<file path="src/rtl/seq_detect_pkg.sv">
// Shared types and helpers for the serial sequence detector.
//   state_e      : controller states (IDLE, RUN)
//   DEF_*        : default parameter values for the detector path
//   clamp_len()  : maps a raw cfg_len onto the legal range 1..max_len
package seq_detect_pkg;

    typedef enum logic {
        IDLE = 1'b0,
        RUN  = 1'b1
    } state_e;

    localparam int DEF_PAT_W    = 8;
    localparam int DEF_CNT_W    = 8;
    localparam int DEF_MAX_BITS = 100;

    // A zero length means "one bit"; anything beyond the window size is
    // truncated to the full window.
    function automatic logic [3:0] clamp_len(input logic [3:0] len,
                                             input int unsigned max_len);
        logic [3:0] res;
        if (len == 4'd0) begin
            res = 4'd1;
        end else if ({28'd0, len} > max_len) begin
            res = max_len[3:0];
        end else begin
            res = len;
        end
        return res;
    endfunction

endpackage

</file>
<file path="src/rtl/seq_detect_ctrl_window.sv">
// Shift-register window with fill tracking and a length-masked compare.
// Ports:
//   clk, rst     : clock, synchronous active-high reset
//   clear        : empty the window and fill counter (start of a run)
//   shift        : accept bit_in this cycle
//   bit_in       : incoming serial bit
//   overlap      : 1 = keep fill after a hit, 0 = restart filling after a hit
//   len          : effective pattern length (already clamped to 1..PAT_W)
//   pattern      : reference pattern, bit [len-1] is the oldest bit
//   hit          : combinational, the bit being shifted completes a match
module seq_match_window #(
    parameter int PAT_W = 8
) (
    input  logic             clk,
    input  logic             rst,
    input  logic             clear,
    input  logic             shift,
    input  logic             bit_in,
    input  logic             overlap,
    input  logic [3:0]       len,
    input  logic [PAT_W-1:0] pattern,
    output logic             hit
);

    logic [PAT_W-1:0] win_q, win_d;
    logic [3:0]       fill_q, fill_d;
    logic [PAT_W-1:0] mask;
    logic [PAT_W-1:0] win_shifted;
    logic             full_after;

    // Only the low len bits take part in the compare.
    for (genvar gi = 0; gi < PAT_W; gi++) begin : g_mask
        assign mask[gi] = (4'(gi) < len);
    end

    assign win_shifted = {win_q[PAT_W-2:0], bit_in};
    assign full_after  = ({1'b0, fill_q} + 5'd1) >= {1'b0, len};
    assign hit         = shift && full_after
                         && ((win_shifted & mask) == (pattern & mask));

    always_comb begin
        win_d  = win_q;
        fill_d = fill_q;
        if (clear) begin
            win_d  = '0;
            fill_d = 4'd0;
        end else if (shift) begin
            win_d  = win_shifted;
            fill_d = (fill_q >= len) ? len : fill_q + 4'd1;
            if (hit && !overlap) begin
                fill_d = 4'd0;
            end
        end
    end

    always_ff @(posedge clk) begin
        if (rst) begin
            win_q  <= '0;
            fill_q <= 4'd0;
        end else begin
            win_q  <= win_d;
            fill_q <= fill_d;
        end
    end

endmodule

</file>
<file path="src/rtl/seq_detect_ctrl.sv">
// Controller for the serial sequence detector path.
// Ports:
//   clk, rst                         : clock, synchronous active-high reset
//   cfg_pattern/len/overlap/target   : run configuration, latched on start
//   start, abort                     : arm request / stop request
//   data_valid, data_in              : qualified serial bit stream
//   busy                             : high while in RUN
//   match                            : one-cycle pulse per detected pattern
//   match_count                      : saturating match count of current/last run
//   done, timeout                    : one-cycle end-of-run pulses
module seq_detect_ctrl
    import seq_detect_pkg::*;
#(
    parameter int PAT_W    = DEF_PAT_W,
    parameter int CNT_W    = DEF_CNT_W,
    parameter int MAX_BITS = DEF_MAX_BITS
) (
    input  logic             clk,
    input  logic             rst,
    input  logic [PAT_W-1:0] cfg_pattern,
    input  logic [3:0]       cfg_len,
    input  logic             cfg_overlap,
    input  logic [CNT_W-1:0] cfg_target,
    input  logic             start,
    input  logic             abort,
    input  logic             data_valid,
    input  logic             data_in,
    output logic             busy,
    output logic             match,
    output logic [CNT_W-1:0] match_count,
    output logic             done,
    output logic             timeout
);

    localparam int BC_W = $clog2(MAX_BITS + 1);

    state_e           state_q, state_d;
    logic [PAT_W-1:0] pattern_q;
    logic [3:0]       len_q;
    logic             overlap_q;
    logic [CNT_W-1:0] target_q;
    logic [BC_W-1:0]  bit_count_q;
    logic [CNT_W-1:0] count_q, count_d;
    logic             match_q, done_q, timeout_q;

    logic arm, accept, hit, target_hit, last_bit;

    seq_match_window #(.PAT_W(PAT_W)) u_window (
        .clk     (clk),
        .rst     (rst),
        .clear   (arm),
        .shift   (accept),
        .bit_in  (data_in),
        .overlap (overlap_q),
        .len     (len_q),
        .pattern (pattern_q),
        .hit     (hit)
    );

    // Saturating increment on a hit.
    assign count_d    = (hit && count_q != '1) ? count_q + CNT_W'(1) : count_q;
    assign target_hit = hit && (target_q != '0) && (count_d == target_q);
    assign last_bit   = accept && (bit_count_q == BC_W'(MAX_BITS - 1));

    always_comb begin
        state_d = state_q;
        arm     = 1'b0;
        accept  = 1'b0;
        case (state_q)
            IDLE: begin
                if (start && !abort) begin
                    arm     = 1'b1;
                    state_d = RUN;
                end
            end
            RUN: begin
                // A bit arriving alongside abort is dropped.
                accept = data_valid && !abort;
                if (abort || target_hit || last_bit) begin
                    state_d = IDLE;
                end
            end
            default: state_d = IDLE;
        endcase
    end

    always_ff @(posedge clk) begin
        if (rst) begin
            state_q     <= IDLE;
            pattern_q   <= '0;
            len_q       <= 4'd1;
            overlap_q   <= 1'b0;
            target_q    <= '0;
            bit_count_q <= '0;
            count_q     <= '0;
            match_q     <= 1'b0;
            done_q      <= 1'b0;
            timeout_q   <= 1'b0;
        end else begin
            state_q   <= state_d;
            match_q   <= hit;
            done_q    <= target_hit;
            // done takes precedence when the last budgeted bit hits target.
            timeout_q <= last_bit && !target_hit;
            if (arm) begin
                pattern_q   <= cfg_pattern;
                len_q       <= clamp_len(cfg_len, PAT_W);
                overlap_q   <= cfg_overlap;
                target_q    <= cfg_target;
                bit_count_q <= '0;
                count_q     <= '0;
            end else if (accept) begin
                bit_count_q <= bit_count_q + BC_W'(1);
                count_q     <= count_d;
            end
        end
    end

    assign busy        = (state_q == RUN);
    assign match       = match_q;
    assign match_count = count_q;
    assign done        = done_q;
    assign timeout     = timeout_q;

endmodule

</file>
<file path="config.mk">
export PLATFORM = sky130hd
export DESIGN_NAME = seq_detect_ctrl
export DESIGN_NICKNAME = d
export VERILOG_FILES = /design/src/rtl/seq_detect_pkg.sv /design/src/rtl/seq_detect_ctrl_window.sv /design/src/rtl/seq_detect_ctrl.sv
export SDC_FILE = /design/constraint.sdc
export NUM_CORES = 1
export LEC_CHECK = 0
export CAP_MARGIN = 20
export CORE_ASPECT_RATIO = 1.1
export CORE_UTILIZATION = 49
export DETAILED_ROUTE_END_ITERATION = 6
export GPL_TIMING_DRIVEN = 0
export HOLD_SLACK_MARGIN = 0.15
export PLACE_DENSITY_LB_ADDON = 0.05
export SYNTH_ARGS = -nofsm -noshare
export SYNTH_HDL_FRONTEND = slang
export SYNTH_SLANG_ARGS = --single-unit
</file>
<file path="constraint.sdc">
create_clock -name clk -period 2.4 [get_ports clk]
set_input_delay 0.48 -clock clk [delete_from_list [all_inputs] [get_ports clk]]
set_output_delay 0.48 -clock clk [all_outputs]
set_load 0.02 [all_outputs]
</file>
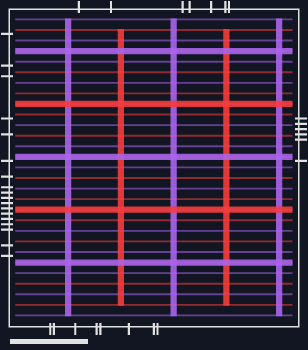
Figure 1: supply network.
Bar = 20 um. Pins as bars on the die edge.
Red stands for VDD. Purple stands for VSS.
29 met1 rails follow the rows. 39 signal pins sit on the boundary. 5 straps on met4. 5 straps on met5. The core has 28 rows.
Die Wd: 74.1 um
die height: 81.3 um
Core Area: 5430 um2
VDD IR-drop max: 0.253 mV

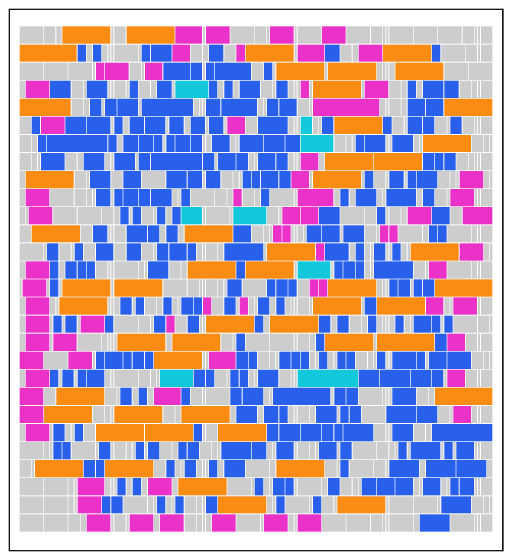
Figure 2: cells colored by class.
Fill, decap, tap and diode cells in gray.
Magenta stands for other buffers and delay cells, cells 70. Blue stands for all other logic, cells 280. Cyan stands for clock drivers and dummy loads, cells 8. Orange stands for flip-flops, cells 51.
Row Count: 28
final core utilization: 0.664
Seq area share: 0.288

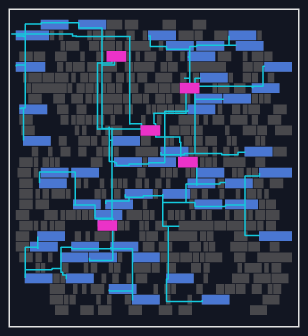
Figure 3: clock wires, drivers and flops.
Blue stands for flip-flops, count 51. Magenta stands for cells driving clock nets, count 5. Cyan stands for clock wires, length 669 um.
There are 6 routed clock nets. Position of the flops: spread over the die.
clock network fraction of design power: 0.344
clk_lat worst skew: 0.31 ns
clock group total power: 579 uW
clock skew: 0.00509 ns

==> run_results.csv <==
group,metric,value,unit
clocking,clock_path_buffers,2,
synth,syn_inst,351,
clocking,cts-root-buf,"clkbuf_8",
final_timing,worst_slew_pin_slew,0.557,ns
floorplan,fp_util,0.516,
clocking,cts_buffers,5,
global_route,grt_usage,0.242,
outcome,violations,"setup timing",
final_timing,fin_crit_sh,1.12,
synth,synth_seq_share,0.364,
power_and_ir_drop,power,1.69,mW
global_route,antenna_found_initial,0,
synth,ys_chip_area,2800,um2
power_and_ir_drop,netSwitchingFraction,0.265,
placed_design,dp_hpwl,4930,um
clocking,cts_tree,"yes",
global_route,grt-ovfl-total,0,
final_timing,worst_slack,-0.284,ns
drt,first_pass_iters,5,
synth,synth_area,2800,um2
drt,routedWlPerCell,14.1,um
synth,synth_warnings,0,
synth,ys_cells,351,
final_layout,area_delta_synth_final,28.6,%
final_timing,max_freq,373,MHz
final_layout,layout_top_cells,"65 x nand2_1, 46 x dfxtp_1, 39 x a21oi_1, 36 x clkdlybuf4s50_1, 32 x nor2_1",
synth,edf_count,0,
clocking,ctsHoldBuffers,0,
clocking,clkSinkCount,51,
setup_path,worst-path-max-fanout,5,
final_layout,fin_nets,446,
power_and_ir_drop,pwr-share-comb,0.132,
placed_design,gp_congestion,0.812,
drt,routed-via-count,2575,
flow_run,warnings,30,
power_and_ir_drop,p_per_area,468,nW/um2
setup_path,r2r_end,"busy",
final_layout,nFillCells,511,
clocking,path_clk_slew,0.10,ns
setup_path,reg2reg_from,"u_window.fill_q[1]",
final_layout,layout_top_cell,"nand2_1",
outcome,status,"finished with violations",
global_route,grt_max_degree,17,
setup_path,required,2.62,ns
synth,avgSynthCellArea,7.98,um2
power_and_ir_drop,switchingPower,446,uW
final_timing,rsz0062_at_grt,"yes",
final_timing,whs,0.351,ns
final_layout,regArea,1040,um2
setup_path,cp-startpoint,"u_window.fill_q[1]",
synth,synth_top_area_share,0.364,
power_and_ir_drop,leakage,1.27,nW
placed_design,io_buffers,37,
synth,top_cells_by_area,"dfxtp_1 36%, nand2_1 8.7%, a21oi_1 7.1%, ha_1 4.9%, nor2_1 4.4%",
drt,routed_wl,6850,um
synth,synthesis.nets,389,
setup_path,cp.arrival,2.90,ns
drt,drtAntennaViolNets,0,
drt,drtIter0Drc,122,
drt,drc,0,
final_timing,tns,-1.12,ns
floorplan,io_pins,39,
final_timing,setup_violations,10,
final_timing,min_period,2.68,ns
setup_path,setup.worst_path.end,"busy",
setup_path,critPathKind,"flop to flop",
synth,ys.flop_type,"dfxtp_1",
worst_hold_path,min_path_type,"input port to flop",
floorplan,die_area,6020,um2
final_layout,insertedDiodeCount,0,
final_timing,slew_headroom,0.627,
drt,via_per_inst,5.32,
final_timing,slew_viol_final,0,
clocking,cts_htree_levels,2,
setup_path,endpoint_kind,"flop",
synth,ys_types,51,
synth,synth_flops,51,
global_route,grt_pass1_wl,11200,um
final_layout,drive_gt1_frac,0.134,
setup_path,reg2regPathDepth,11,
final_layout,comb_area,1720,um2
synth,synthArstFlopShare,0,
setup_path,crit_path_start_kind,"flop",
power_and_ir_drop,power.internal,1.24,mW
final_timing,finalHoldViolations,0,
power_and_ir_drop,seq_power_share,0.524,
setup_path,reg2reg_slack,-0.28,ns
global_route,grt_pass1_vias,2409,
synth,largest_area_cell,"dfxtp_1",
placed_design,dp_slack,-0.769,ns
flow_run,maxCapViolCount,0,
## cell usage after synthesis (all sizes together), types with 7 or more instances
cell    count
nand2      66
dfxtp      51
a21oi      40
nor2       33
clkbuf     14
xnor2      13
ha         11
nand3      11
xor2       11
o21ai       9
inv         8
nor3        7
## flip-flops by register name, summed over array words and instances (netlist names)
signal	count
pattern_q	8
timeout	1
bit_count_q	7
u_window.win_q	7
busy	1
overlap_q	1
len_q	4
done	1
target_q	8
match	1
match_count	8
u_window.fill_q	4
## cell type report
class | count | share of cell area
buffer | 20 | 0.0344
clock buffer | 6 | 0.0260
clock inverter | 2 | 0.00382
inverter | 8 | 0.00833
multi-input combinational | 272 | 0.477
sequential | 51 | 0.288
tap | 75 | 0.0260
timing repair buffer | 50 | 0.136
## stage by stage
stage / util / std cells / cell area [um2]
2_1_floorplan: - / 351 / 2850
3_3_place_gp: 0.609 / 463 / 3310
3_5_place_dp: 0.609 / 463 / 3310
4_1_cts: 0.656 / 481 / 3560
5_1_grt: 0.664 / 484 / 3600
6_report: 0.664 / 484 / 3600
## timing repair
item | CTS | global route
setup endpoints to repair | 14 | 20
pin swaps | 8 | 3
endpoints found under the hold margin | 0 | 0
resized | 13 | 6
setup buffers | 9 | 3
cloned | 1 | 0
## worst min-delay path by stage
stage,startpoint,end,slack (ns),cells past startpoint
3_5_place_dp,overlap_q,overlap_q,0.44,2
6_report,rst,target_q[4],0.35,2
5_1_grt,rst,done,0.36,2
4_1_cts,rst,target_q[4],0.35,2
3_3_place_gp,overlap_q,overlap_q,0.44,2
2_1_floorplan,overlap_q,overlap_q,0.43,2
## per-layer routing
layer	global-route usage	wire length, um	vias to the layer above
met5	0	0	-
met3	0.0273	248	6
li1	-	-	1328
met4	0.0635	62	0
met2	0.412	3320	55
met1	0.323	3220	1186
## power groups by stage
stage                     registers (mW)  clock network [mW]  logic [mW]
after floorplan                    0.899                   0       0.128
after global placement             0.904                   0       0.204
after detailed placement           0.905                   0       0.207
after CTS                          0.885               0.585       0.220
after global routing               0.887               0.622       0.248
final                              0.883               0.579       0.223
## logic make-up (layout without fill, tap and decap cells)
kind of cell               after synthesis  count (layout)  share of synthesized area
buffers and inverters                   28              86                     0.0536
xor gates and xnor gates                24              24                     0.0750
adders and majority gates               12              12                     0.0531
and+or+nand+nor                        156             156                      0.277
muxes                                    4               4                     0.0143
AOI/OAI and AO/OA                       76              76                      0.162
DFF                                     51              51                      0.364
## critical path: stages, from the launching register on
cell and delay, ns:
dfxtp_4 0.38, ha_4 0.16, xor2_1 0.15, ha_1 0.28, o21a_1 0.10, o31ai_1 0.08, a22oi_2 0.26, nand2_2 0.16
nor4b_2 0.30, a211oi_1 0.15, a211o_1 0.33, a41o_1 0.22
No activity file was given, so power comes from the tool's default toggle rates.
